## src/rtl/vga_capture.sv

```systemverilog
// rtl/vga_capture.sv - VGA stream receiver with timing lock, pixel republish and probe capture
//
// Samples HS/VS/RGB on the pixel clock, rebuilds the transmitter's horizontal
// and vertical counters, checks line/frame geometry and declares lock after
// LOCK_FRAMES consecutive clean frames. While locked, active-area pixels are
// republished with coordinates, and the colour at a per-frame latched probe
// coordinate is captured.
//
// Ports:
//   i_clk25MHz, i_reset_n          pixel clock, synchronous active-low reset
//   i_vga_hs, i_vga_vs             active-high sync inputs
//   i_vga_r/g/b                    8-bit colour inputs
//   i_probe_x, i_probe_y           probe coordinate (active-area relative)
//   o_pix_de, o_pix_x/y, o_pix_r/g/b  republished active pixel (zeroed when !de)
//   o_probe_valid, o_probe_r/g/b   probe update pulse and last captured colour
//   o_line_len, o_frame_lines      last measured line length / frame height
//   o_locked, o_sync_err           lock status, geometry violation pulse
module vga_capture #(
  parameter int H_TOTAL     = 800,
  parameter int V_TOTAL     = 526,
  parameter int H_ACT_START = 145,
  parameter int H_ACT_END   = 783,
  parameter int V_ACT_START = 36,
  parameter int V_ACT_END   = 514,
  parameter int LOCK_FRAMES = 2
) (
  input  logic       i_clk25MHz,
  input  logic       i_reset_n,
  input  logic       i_vga_hs,
  input  logic       i_vga_vs,
  input  logic [7:0] i_vga_r,
  input  logic [7:0] i_vga_g,
  input  logic [7:0] i_vga_b,
  input  logic [9:0] i_probe_x,
  input  logic [9:0] i_probe_y,
  output logic       o_pix_de,
  output logic [9:0] o_pix_x,
  output logic [9:0] o_pix_y,
  output logic [7:0] o_pix_r,
  output logic [7:0] o_pix_g,
  output logic [7:0] o_pix_b,
  output logic       o_probe_valid,
  output logic [7:0] o_probe_r,
  output logic [7:0] o_probe_g,
  output logic [7:0] o_probe_b,
  output logic [9:0] o_line_len,
  output logic [9:0] o_frame_lines,
  output logic       o_locked,
  output logic       o_sync_err
);

  typedef enum logic [1:0] {ST_UNLOCKED = 2'd0, ST_CHECK = 2'd1, ST_LOCKED = 2'd2} state_t;

  localparam logic [10:0] LP_H_TOTAL = 11'(H_TOTAL);
  localparam logic [10:0] LP_V_TOTAL = 11'(V_TOTAL);
  localparam logic [9:0]  LP_HAS     = 10'(H_ACT_START);
  localparam logic [9:0]  LP_HAE     = 10'(H_ACT_END);
  localparam logic [9:0]  LP_VAS     = 10'(V_ACT_START);
  localparam logic [9:0]  LP_VAE     = 10'(V_ACT_END);
  localparam logic [3:0]  LP_LOCK    = 4'(LOCK_FRAMES);

  logic       r_s1_hs, r_s1_vs, r_s2_hs, r_s2_vs;
  logic [7:0] r_s1_r, r_s1_g, r_s1_b, r_s2_r, r_s2_g, r_s2_b;
  logic [9:0] r_s1_px, r_s1_py, r_probe_x, r_probe_y;
  logic [9:0] r_hcnt, r_vcnt, r_line_len, r_frame_lines;
  state_t     r_state, w_state_nx;
  logic [3:0] r_good_cnt, w_good_nx, w_good_p1;
  logic       r_locked, r_sync_err;
  logic       r_pix_de, r_probe_valid;
  logic [9:0] r_pix_x, r_pix_y;
  logic [7:0] r_pix_r, r_pix_g, r_pix_b, r_probe_r, r_probe_g, r_probe_b;

  logic        w_hs_edge, w_vs_edge, w_viol, w_check;
  logic [10:0] w_hcnt_p1, w_vcnt_p1;
  logic        w_in_act, w_de_nx, w_probe_hit;
  logic [9:0]  w_px_nx, w_py_nx;

  assign w_hs_edge = r_s1_hs & ~r_s2_hs;
  assign w_vs_edge = r_s1_vs & ~r_s2_vs;
  assign w_hcnt_p1 = {1'b0, r_hcnt} + 11'd1;
  assign w_vcnt_p1 = {1'b0, r_vcnt} + 11'd1;
  assign w_good_p1 = r_good_cnt + 4'd1;
  assign w_check   = (r_state != ST_UNLOCKED);

  // Saturation is flagged on the step into 1023 so a stuck HS yields one pulse.
  assign w_viol = (w_vs_edge & ~w_hs_edge)
                | (w_hs_edge & (w_hcnt_p1 != LP_H_TOTAL))
                | (w_hs_edge & w_vs_edge & (w_vcnt_p1 != LP_V_TOTAL))
                | (~w_hs_edge & (r_hcnt == 10'd1022));

  // r_hcnt/r_vcnt describe the sample currently held in s2.
  assign w_in_act    = (r_hcnt >= LP_HAS) && (r_hcnt <= LP_HAE) &&
                       (r_vcnt >= LP_VAS) && (r_vcnt <= LP_VAE);
  assign w_de_nx     = r_locked & w_in_act;
  assign w_px_nx     = r_hcnt - LP_HAS;
  assign w_py_nx     = r_vcnt - LP_VAS;
  assign w_probe_hit = w_de_nx && (w_px_nx == r_probe_x) && (w_py_nx == r_probe_y);

  always_ff @(posedge i_clk25MHz) begin
    if (!i_reset_n) begin
      r_state    <= ST_UNLOCKED;
      r_good_cnt <= '0;
    end else begin
      r_state    <= w_state_nx;
      r_good_cnt <= w_good_nx;
    end
  end

  always_comb begin
    w_state_nx = r_state;
    w_good_nx  = r_good_cnt;
    case (r_state)
      ST_UNLOCKED: begin
        if (w_vs_edge) begin
          w_state_nx = ST_CHECK;
          w_good_nx  = '0;
        end
      end
      ST_CHECK: begin
        if (w_viol) begin
          w_state_nx = ST_UNLOCKED;
        end else if (w_vs_edge) begin
          w_good_nx = w_good_p1;
          if (w_good_p1 == LP_LOCK) w_state_nx = ST_LOCKED;
        end
      end
      ST_LOCKED: begin
        if (w_viol) w_state_nx = ST_UNLOCKED;
      end
      default: w_state_nx = ST_UNLOCKED;
    endcase
  end

  always_ff @(posedge i_clk25MHz) begin
    if (!i_reset_n) begin
      r_s1_hs <= 1'b0; r_s1_vs <= 1'b0; r_s2_hs <= 1'b0; r_s2_vs <= 1'b0;
      r_s1_r <= '0; r_s1_g <= '0; r_s1_b <= '0;
      r_s2_r <= '0; r_s2_g <= '0; r_s2_b <= '0;
      r_s1_px <= '0; r_s1_py <= '0; r_probe_x <= '0; r_probe_y <= '0;
      r_hcnt <= '0; r_vcnt <= '0; r_line_len <= '0; r_frame_lines <= '0;
      r_locked <= 1'b0; r_sync_err <= 1'b0;
      r_pix_de <= 1'b0; r_pix_x <= '0; r_pix_y <= '0;
      r_pix_r <= '0; r_pix_g <= '0; r_pix_b <= '0;
      r_probe_valid <= 1'b0; r_probe_r <= '0; r_probe_g <= '0; r_probe_b <= '0;
    end else begin
      r_s1_hs <= i_vga_hs; r_s1_vs <= i_vga_vs;
      r_s1_r <= i_vga_r; r_s1_g <= i_vga_g; r_s1_b <= i_vga_b;
      r_s1_px <= i_probe_x; r_s1_py <= i_probe_y;
      r_s2_hs <= r_s1_hs; r_s2_vs <= r_s1_vs;
      r_s2_r <= r_s1_r; r_s2_g <= r_s1_g; r_s2_b <= r_s1_b;

      // Probe is frozen for the whole frame to avoid mid-frame tearing.
      if (w_vs_edge) begin
        r_probe_x <= r_s1_px;
        r_probe_y <= r_s1_py;
      end

      if (w_hs_edge) begin
        r_line_len <= w_hcnt_p1[9:0];
        r_hcnt     <= '0;
        if (w_vs_edge) begin
          r_frame_lines <= w_vcnt_p1[9:0];
          r_vcnt        <= '0;
        end else if (r_vcnt != 10'h3FF) begin
          r_vcnt <= r_vcnt + 10'd1;
        end
      end else if (r_hcnt != 10'h3FF) begin
        r_hcnt <= r_hcnt + 10'd1;
      end

      r_locked   <= (r_state == ST_LOCKED);
      r_sync_err <= w_check & w_viol;

      r_pix_de <= w_de_nx;
      r_pix_x  <= w_de_nx ? w_px_nx : 10'd0;
      r_pix_y  <= w_de_nx ? w_py_nx : 10'd0;
      r_pix_r  <= w_de_nx ? r_s2_r  : 8'd0;
      r_pix_g  <= w_de_nx ? r_s2_g  : 8'd0;
      r_pix_b  <= w_de_nx ? r_s2_b  : 8'd0;

      r_probe_valid <= w_probe_hit;
      if (w_probe_hit) begin
        r_probe_r <= r_s2_r;
        r_probe_g <= r_s2_g;
        r_probe_b <= r_s2_b;
      end
    end
  end

  assign o_pix_de      = r_pix_de;
  assign o_pix_x       = r_pix_x;
  assign o_pix_y       = r_pix_y;
  assign o_pix_r       = r_pix_r;
  assign o_pix_g       = r_pix_g;
  assign o_pix_b       = r_pix_b;
  assign o_probe_valid = r_probe_valid;
  assign o_probe_r     = r_probe_r;
  assign o_probe_g     = r_probe_g;
  assign o_probe_b     = r_probe_b;
  assign o_line_len    = r_line_len;
  assign o_frame_lines = r_frame_lines;
  assign o_locked      = r_locked;
  assign o_sync_err    = r_sync_err;

endmodule

```

## config.mk

```make
export PLATFORM = sky130hd
export DESIGN_NAME = vga_capture
export DESIGN_NICKNAME = d
export VERILOG_FILES = /design/src/rtl/vga_capture.sv
export SDC_FILE = /design/constraint.sdc
export NUM_CORES = 1
export LEC_CHECK = 0
export CAP_MARGIN = 25
export CORE_MARGIN = 8
export CORE_UTILIZATION = 40
export DETAILED_ROUTE_END_ITERATION = 7
export GPL_TIMING_DRIVEN = 0
export PLACE_DENSITY_LB_ADDON = 0.05
export SYNTH_ARGS = -nofsm -noshare
export SYNTH_HDL_FRONTEND = slang
export SYNTH_SLANG_ARGS = --single-unit
export TNS_END_PERCENT = 5
```

## constraint.sdc

```tcl
create_clock -name i_clk25MHz -period 6.4 [get_ports i_clk25MHz]
set_input_delay 0.96 -clock i_clk25MHz [delete_from_list [all_inputs] [get_ports i_clk25MHz]]
set_output_delay 0.96 -clock i_clk25MHz [all_outputs]
set_load 0.05 [all_outputs]
```

### Met1 routing

(2 px per um)
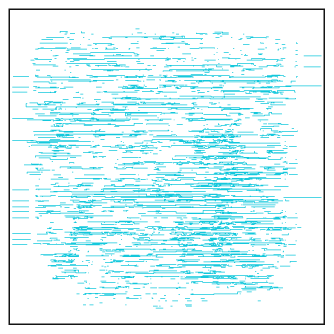
The longest straight run is 46.9 um. The layer carries 9260 um of wire. The layer holds 45% of the routed length. 972 nets have wire on it.
GR Layer Usage met1: 21.6%
detailed-route via count: 6228

### Gate families picked out

(2 px per um)
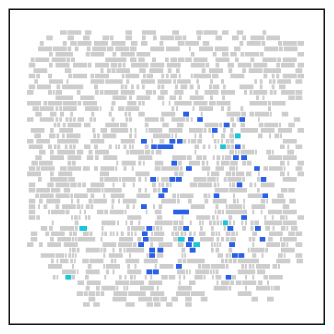
AND-OR and OR-AND gates: shown in cyan, cells 7. XOR/XNOR gates: shown in blue, cells 49.
multi-input combinational area share: 32.1%
leading cell type in the layout, fill and taps excluded: dfxtp_1
post-route non-filler standard cell count: 1294

==> run summary <==
Notes on the physical implementation.

- The synthesized netlist devotes 5.76% of its cell area to XOR and XNOR gates.
- The post-route antenna net violation count is 0, for reference.
- The die boundary height is 157 um, for reference.
- The number of antenna violations at the first check in global routing is 0, for reference.
- The CTS H-tree depth is 1, for reference.
- The power report puts the net switching power at roughly 630 uW.
- In the synthesis report, Yosys lists the chip area as ~0.008 mm^2.
- The flop share of the area is 40.1%, for reference.
- The total negative slack is 0 ns, for reference.
- The worst setup slack before clock tree synthesis is 3.27 ns, for reference.
- The power dissipated in combinational cells is about 170 uW, for reference.
- The total overflow reported by the global router is 0, for reference.
- The run finished with clean final reports.
- Global routing put the most usage on met2.
- The non-clock buffering overhead in the final layout is 16.1%, for reference.
- After clock tree synthesis, the setup repair step added 0 buffers.
- A synthesized cell averages 9.35 um^2.
- The cts-stage hold buffer count is 0, for reference.
- The die is ~160 um wide.
- The max-slew headroom at the worst pin is 52.9%, for reference.
- For the completed layout, the total cell area is recorded as around 0.010 mm^2.
- The number of combinational gates with multiple inputs is 561, for reference.
- The layout net count is about 1100, for reference.
- The final timing report lists a hold violation count of 0.
- Once the floorplan was initialized, standard cells occupied 40.7% of the core.
- The maximum vdd ir drop is 0.000152 V, for reference.
- The launch instance of the worst min-delay path is r_s1_r[4], for reference.
- The power density over the cells is around 280 mW/mm^2, for reference.
- The layout overhead on the synthesized area is 32.4%, for reference.
- The main area contributors are dfxtp_1 (53%), and2_1 (8.1%), a21oi_1 (4.4%).
- Per the synth stats, the proportion of register bits with asynchronous set or reset is 0%.
- The minimum clock period after layout is around 3.2 ns, for reference.
- The number of pins exceeding their max-slew limit in the final report is 0, for reference.
- The port buffer count is 139, for reference.
- Setup repair after global routing left no endpoint under its margin.
- Per the timing report, the achievable frequency comes out to 315 MHz.
- The total wire length after detailed routing is 20400 um, for reference.
- On met2, the global router reports a usage of 27.1%.
- Of the total power, the share spent switching nets is roughly a fifth.
- The post-synthesis cell area is 0.00793 mm^2, for reference.
- Global routing used 16.7% of the available tracks.
- The later pin in the worst-skew pair is clocked with a latency of 0.51 ns.
- The final routed wire length divided by cell count is 15.8 um, for reference.
- The capture point of the critical path was reported as o_pix_y[9].
- The cell count listed in synth_stat.txt is 848, for reference.
- The maximum number of pins on one net before global-route repair is 14, for reference.
- The via count of the first global-routing pass is ~6000, for reference.
- When the netlist entered floorplanning its net count stood at about 900.
- The remaining routing DRC violations is 0, for reference.
- The slew at the pin closest to its max-slew limit is 0.706 ns, for reference.
- The fraction of layout cells with a size suffix above 1 is under 10%, for reference.
- RePlAce ended its routability-driven mode at a weighted congestion of 0.826.
- The critical path's largest stage delay is roughly 0.47 ns, for reference.
- After layout, the design draws a total of 2.97 mW.
- The chip occupies 0.0246 mm^2.
- The number of cells in the design after placement is 1252, for reference.
- After the first detailed-routing iteration, the DRC count stood at around 260.
- The synthesized netlist devotes between 20% and 30% of its cell area to simple gates.
- Power attributed to sequential cells is 1.36 mW.
- The warning count from the yosys run is 0, for reference.
- The final setup violation count is 0, for reference.
- The classification of the worst-slack hold path is register to register, for reference.
- The number of maximum-capacitance constraint violations is 0, for reference.
- The part of the total power dissipated in sequential elements is 45.7%, for reference.
- The row count is 51, for reference.
- The multiplexer share of the synthesized area is 0%, for reference.
- Warnings raised by the tools during the run amount to 34.
- Per report_power, the clock group accounts for 48.7% of the total.
- The path with the worst hold slack has its endpoint at r_s2_r[4].
- The clock slew seen by the registers of the worst setup and hold paths is 0.06 ns, for reference.
- In this run the count of I/O pins placed on the die edge is 140.
- Per the layout area report, the combinational gate area comes to 0.00337 mm^2.
- The cell-mix breakdown from Yosys lists the compound-gate area share as 12.1%.
- The non-clock inverter instance count of the final layout is 16, for reference.
- The root buffer cell is clkbuf_16, for reference.
- In this run the biggest area consumer among cell types represents 53.0% of the synthesized area.
- At the worst endpoint, the arrival time is 3.61 ns.
- The detailed route wirelength on metal3 is 1570 um, for reference.
- The worst path uses 49.6% of the clock period.
- The final layout contains a sequential cell count of between 200 and 250.
- The cell-mix breakdown from Yosys lists the adder-cell area share as 1.89%.
- By instance count after routing, the leading logic cell types are dfxtp_1 (210), clkdlybuf4s50_1 (139), and2_1 (103), nor2_1 (73), a21oi_1 (69).
- Walking the worst path, the cells encountered are buf_2 -> inv_1 -> ha_1 -> nor3b_4 -> a21oi_1 -> o221ai_1 -> or3_1 -> buf_2 -> inv_1 -> clkbuf_1 -> and2_1.
- The power consumed by the clock network is between 1 and 1.5 mW, for reference.
- The cell at the slowest stage of the critical path is clkbuf_1, for reference.
- The clock tree buffer count of the final layout is 32, for reference.
- Internal power comes to 2.34 mW.
- The first-pass iteration count of the detailed router is 8, for reference.
- The path depth of the worst reg2reg path is 11, for reference.
- The cell count along the critical path is 11, for reference.
- The detailed-routed wire length on met2 is 9250 um, for reference.
- Among all cell types in the netlist, the one instantiated most often is dfxtp_1.
- The number of enable flip-flop cells is 0, for reference.
- The biggest combinational cell group after synthesis is simple AND/OR/NAND/NOR gates, for reference.
- The critical path starts at r_hcnt[0].
- The kind of cell with the highest combined delay along the critical path is buffers and inverters.
- The leakage power of the design is ~4 nW, for reference.
- The report gives the cell count of the worst hold path as 1.
- The commonest cells after synthesis are dfxtp_1 (210), and2_1 (103), nor2_1 (73).
- The plain and repair buffers instantiated in the layout total 200.
- In this run, post-CTS repair resized a total of 0 instances.
- After layout, the worst setup slack is 3.23 ns.
- During tapcell insertion the tool placed 265 well taps.
- Buffers inserted during clock tree synthesis total 23.
- In this run the top signal layer used is met4.
- The biggest slice of the area belongs to registers.
- Per the final report, the share of cell area in clock cells is under 10%.
- Detailed placement ended at an HPWL of 15200 um.
- The synthesis-stage register bit count is 210, for reference.
- Summed over all instances, the cell type with the most area after synthesis is dfxtp_1.
- The launch point of the worst register-to-register path is recorded as r_hcnt[0].
- The area of the core is 0.0195 mm^2, for reference.
- The layout has 1833 filler cells.
- The number of buffer and inverter stages on the critical path is 5, for reference.
- The post-synthesis cell type count is about 60, for reference.
- In this run the deepest clock path goes through 3 buffers.
- STA classifies the critical path startpoint as a register.
- The TritonCTS clock tree is yes, for reference.
- The critical path maximum fanout is 10.
- The average via count per standard cell is 4.81, for reference.
- The number of antenna diodes in the final layout is 0.
- Of the synthesized area, sequential elements account for a little over half.
- The heaviest power group is the clock network, for reference.
- The share of total power dissipated in combinational logic is 5.6%.
- Across the whole layout, storage elements account for 0.00420 mm^2.
- The most used flip-flop cell is dfxtp_1, for reference.
- The setup clock skew after layout is 0.0123 ns, for reference.
Power and IR drop assume default switching activity.
